**I/O pins on the die edge**

Pins as bars across the die edge, other pins in gray.
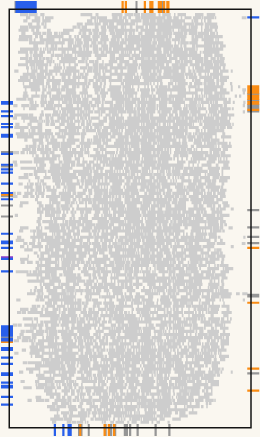
**Where the registers sit**

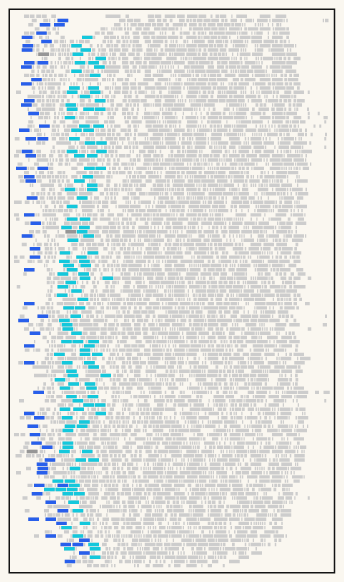
**Selected gate families**

The bar under the picture is 50 um long.
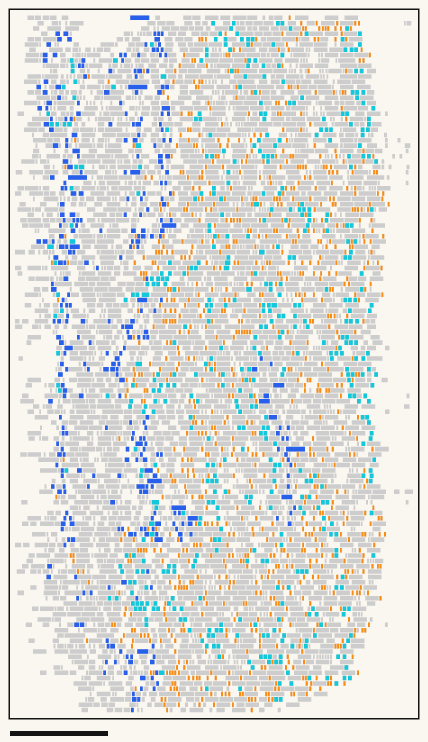
**Signal wires by layer**

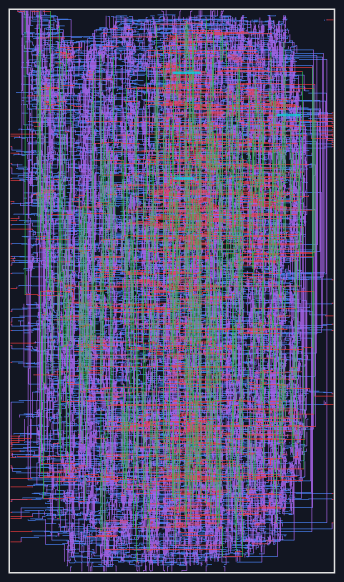
<file path="src/rtl/mul_pkg.sv">
// Shared widths and the partial-product bundle for the two-stage 32x32 multiplier.
package mul_pkg;

   localparam int OP_W   = 32;
   localparam int HALF_W = 16;
   localparam int PROD_W = 64;
   localparam int RES_W  = 65;

   typedef struct packed {
      logic [2*HALF_W-1:0] ll;
      logic [2*HALF_W-1:0] lh;
      logic [2*HALF_W-1:0] hl;
      logic [2*HALF_W-1:0] hh;
   } pp_t;

endpackage

</file>
<file path="src/rtl/mul16x16.sv">
// Combinational unsigned 16x16 -> 32 multiplier used for one partial product.
module mul16x16
   import mul_pkg::*;
(
   input  logic [HALF_W-1:0]   a,
   input  logic [HALF_W-1:0]   b,
   output logic [2*HALF_W-1:0] p
);

   assign p = a * b;

endmodule

</file>
<file path="src/rtl/multiplier.sv">
// Two-stage pipelined unsigned 32x32 multiplier with a zero-extended 65-bit result,
// a one-cycle valid pulse per accepted operation and an upper-half overflow flag.
module multiplier
   import mul_pkg::*;
#(
   parameter int WIDTH = OP_W
) (
   input  logic               clk,
   input  logic               reset,
   input  logic               en,
   input  logic [WIDTH-1:0]   op1,
   input  logic [WIDTH-1:0]   op2,
   output logic [2*WIDTH:0]   res,
   output logic               val,
   output logic               overflow
);

   pp_t               pp_c;
   pp_t               pp_p1;
   logic              vld_p1;
   logic [PROD_W-1:0] prod_c;

   function automatic logic upper_nonzero(input logic [PROD_W-1:0] p);
      return |p[PROD_W-1:OP_W];
   endfunction

   function automatic logic [RES_W-1:0] zero_extend(input logic [PROD_W-1:0] p);
      return {1'b0, p};
   endfunction

   mul16x16 u_ll (.a(op1[HALF_W-1:0]),    .b(op2[HALF_W-1:0]),    .p(pp_c.ll));
   mul16x16 u_lh (.a(op1[HALF_W-1:0]),    .b(op2[OP_W-1:HALF_W]), .p(pp_c.lh));
   mul16x16 u_hl (.a(op1[OP_W-1:HALF_W]), .b(op2[HALF_W-1:0]),    .p(pp_c.hl));
   mul16x16 u_hh (.a(op1[OP_W-1:HALF_W]), .b(op2[OP_W-1:HALF_W]), .p(pp_c.hh));

   // ---- stage 1: register partial products ----
   always_ff @(posedge clk) begin
      if (reset) begin
         pp_p1  <= '0;
         vld_p1 <= 1'b0;
      end else begin
         vld_p1 <= en;
         if (en) pp_p1 <= pp_c;
      end
   end

   // The 64-bit sum is exact: the true product never exceeds 2^64 - 1.
   always_comb begin
      prod_c = PROD_W'(pp_p1.ll)
             + (PROD_W'(pp_p1.lh) << HALF_W)
             + (PROD_W'(pp_p1.hl) << HALF_W)
             + (PROD_W'(pp_p1.hh) << OP_W);
   end

   // ---- stage 2: reduce, flag overflow, register outputs ----
   always_ff @(posedge clk) begin
      if (reset) begin
         res      <= '0;
         overflow <= 1'b0;
         val      <= 1'b0;
      end else begin
         val <= vld_p1;
         if (vld_p1) begin
            res      <= zero_extend(prod_c);
            overflow <= upper_nonzero(prod_c);
         end
      end
   end

endmodule

</file>
<file path="config.mk">
export PLATFORM = sky130hd
export DESIGN_NAME = multiplier
export DESIGN_NICKNAME = d
export VERILOG_FILES = /design/src/rtl/mul_pkg.sv /design/src/rtl/mul16x16.sv /design/src/rtl/multiplier.sv
export SDC_FILE = /design/constraint.sdc
export NUM_CORES = 2
export LEC_CHECK = 0
export ABC_CLOCK_PERIOD_IN_PS = 6800
export CORE_ASPECT_RATIO = 1.75
export CORE_MARGIN = 2
export CORE_UTILIZATION = 59
export DETAILED_ROUTE_END_ITERATION = 10
export GPL_ROUTABILITY_DRIVEN = 0
export GPL_TIMING_DRIVEN = 0
export PLACE_DENSITY = 0.77
export SYNTH_ARGS = -nofsm -noshare
export SYNTH_HDL_FRONTEND = slang
export SYNTH_SLANG_ARGS = --single-unit
</file>
<file path="constraint.sdc">
create_clock -name clk -period 6.8 [get_ports clk]
set_clock_uncertainty 0.15 [all_clocks]
set_input_delay 0.68 -clock clk [delete_from_list [all_inputs] [get_ports clk]]
set_output_delay 0.68 -clock clk [all_outputs]
set_load 0.1 [all_outputs]
</file>
==> Changelog: implementation <==
### Implementation results

- Run status: completed
- Core footprint: 72610 um^2
- Final Hold Violation Tally: 0
- Adder-cell share of the synthesized area: 0.5054
- Num CTS Buffers: 25
- CP startpoint: op2[19]
- Crit path to: pp_p1[92]
- Largest class: combinational gates
- Buffer share of cell area: 0.08442
- Share of cells above drive strength 1: 0.08288
- Syn_area_per_cell: 8.756 um^2
- Hold Path Stages: 2
- Pre-CTS setup slack: -2.138 ns
- Tapcells: 931
- CTS root buf: clkbuf_16
- Drt first-iter violations: 3058
- Final period util: 0.9905
- FF-to-FF End: overflow
- Via density: 6.028
- Worst reg2reg setup slack: 1.68 ns
- Clk slew on worst S/H paths: 0.07 ns
- Vias in the first global route: 38.66k
- CTS sink cnt: 195
- CTS Hold Bufs: 0
- Cell count after synthesis: 4926
- Commonest Layout Cell: inv_1
- CP endpoint kind: flop
- Top Ports: 134
- CTS tree: built
Notes on 'I/O pins on the die edge' above:
Key: purple = `reset` [pins 1, direction input, edge left]; blue = `res` [pins 65, direction output, edge 41 left, 18 top, 5 bottom, 1 right]; orange = `op1` [pins 32, direction input, edge 15 right, 11 top, 4 bottom, 2 left]
All pins by edge: 50 left, 34 top, 29 right, 21 bottom.
Die Y: 361.7 um
IO buf count: 130
die x size: 208.4 um

Notes on 'where the registers sit' above:
Key: cyan = `pp_p1` [sequential cells 128, where a vertical strip on the left]; blue = `res` [sequential cells 64, where a vertical strip on the left]
Another 3 sequential cells are not colored.
Seq area share: 0.07996
Flop area: 3904 um^2
Core Util, Final: 0.6724

Notes on 'selected gate families' above:
Key: orange = inverters [cells 951, most used inv_1]; blue = inverting AOI/OAI gates [cells 344, most used a21oi_1]; cyan = AND and OR gates [cells 512, most used and2_1]
combinational share of cell area: 0.7215
Non-Filler Instances: 6108

Notes on 'signal wires by layer' above:
Key: purple = met2 [wire length 70.9 mm]; cyan = met5 [wire length 41.4 um]; blue = met1 [wire length 48.1 mm]; red = met3 [wire length 16000 um]; green = met4 [wire length 20.4 mm]
Post-Route WL: 155400 um
DR WL/cell: 25.44 um
Vias: 36.82k
Tot GR Track Use: 0.4232

-- cell usage after synthesis (4+ instances only) --
cell type / n / area (um^2)
a211o_1: 5 / 43.79
a211oi_1: 41 / 307.8
a21o_1: 48 / 360.4
a21oi_1: 132 / 660.6
a311oi_1: 6 / 52.55
a31oi_1: 25 / 156.4
and2_1: 472 / 2953
and3_1: 17 / 106.4
and4_1: 5 / 43.79
buf_1: 4 / 15.01
clkbuf_1: 247 / 927.1
dfxtp_1: 195 / 3904
fa_1: 809 / 16200
ha_1: 448 / 5605
inv_1: 950 / 3566
mux2i_1: 130 / 1301
nand2_1: 636 / 2387
nand2b_1: 11 / 68.82
nand3_1: 28 / 140.1
nand4_1: 14 / 87.58
nand4b_1: 5 / 43.79
nor2_1: 270 / 1013
nor2b_1: 21 / 131.4
nor3_1: 32 / 160.2
nor3b_1: 4 / 30.03
nor4_1: 7 / 43.79
o211ai_1: 6 / 45.04
o21a_1: 23 / 172.7
o21ai_0: 69 / 345.3
o21ai_1: 8 / 40.04
o21bai_1: 19 / 142.6
o22ai_1: 7 / 43.79
o31a_1: 6 / 52.55
o31ai_1: 5 / 37.54
or3_1: 9 / 56.30
or4_1: 4 / 30.03
xnor2_1: 115 / 1007
xor2_1: 29 / 254.0
-- routing by layer --
layer  global-route usage  share of wire  vias up
met5                    0        0.00026        -
li1                     -              -    15540
met1               0.4449           0.31    17832
met3               0.1066           0.10      963
met4               0.4223           0.13        6
met2               0.6814           0.46     2481
-- state kept, by name, summed over array words and instances (netlist names) --
register and count:
val 1, overflow 1, pp_p1 128, vld_p1 1, res 64
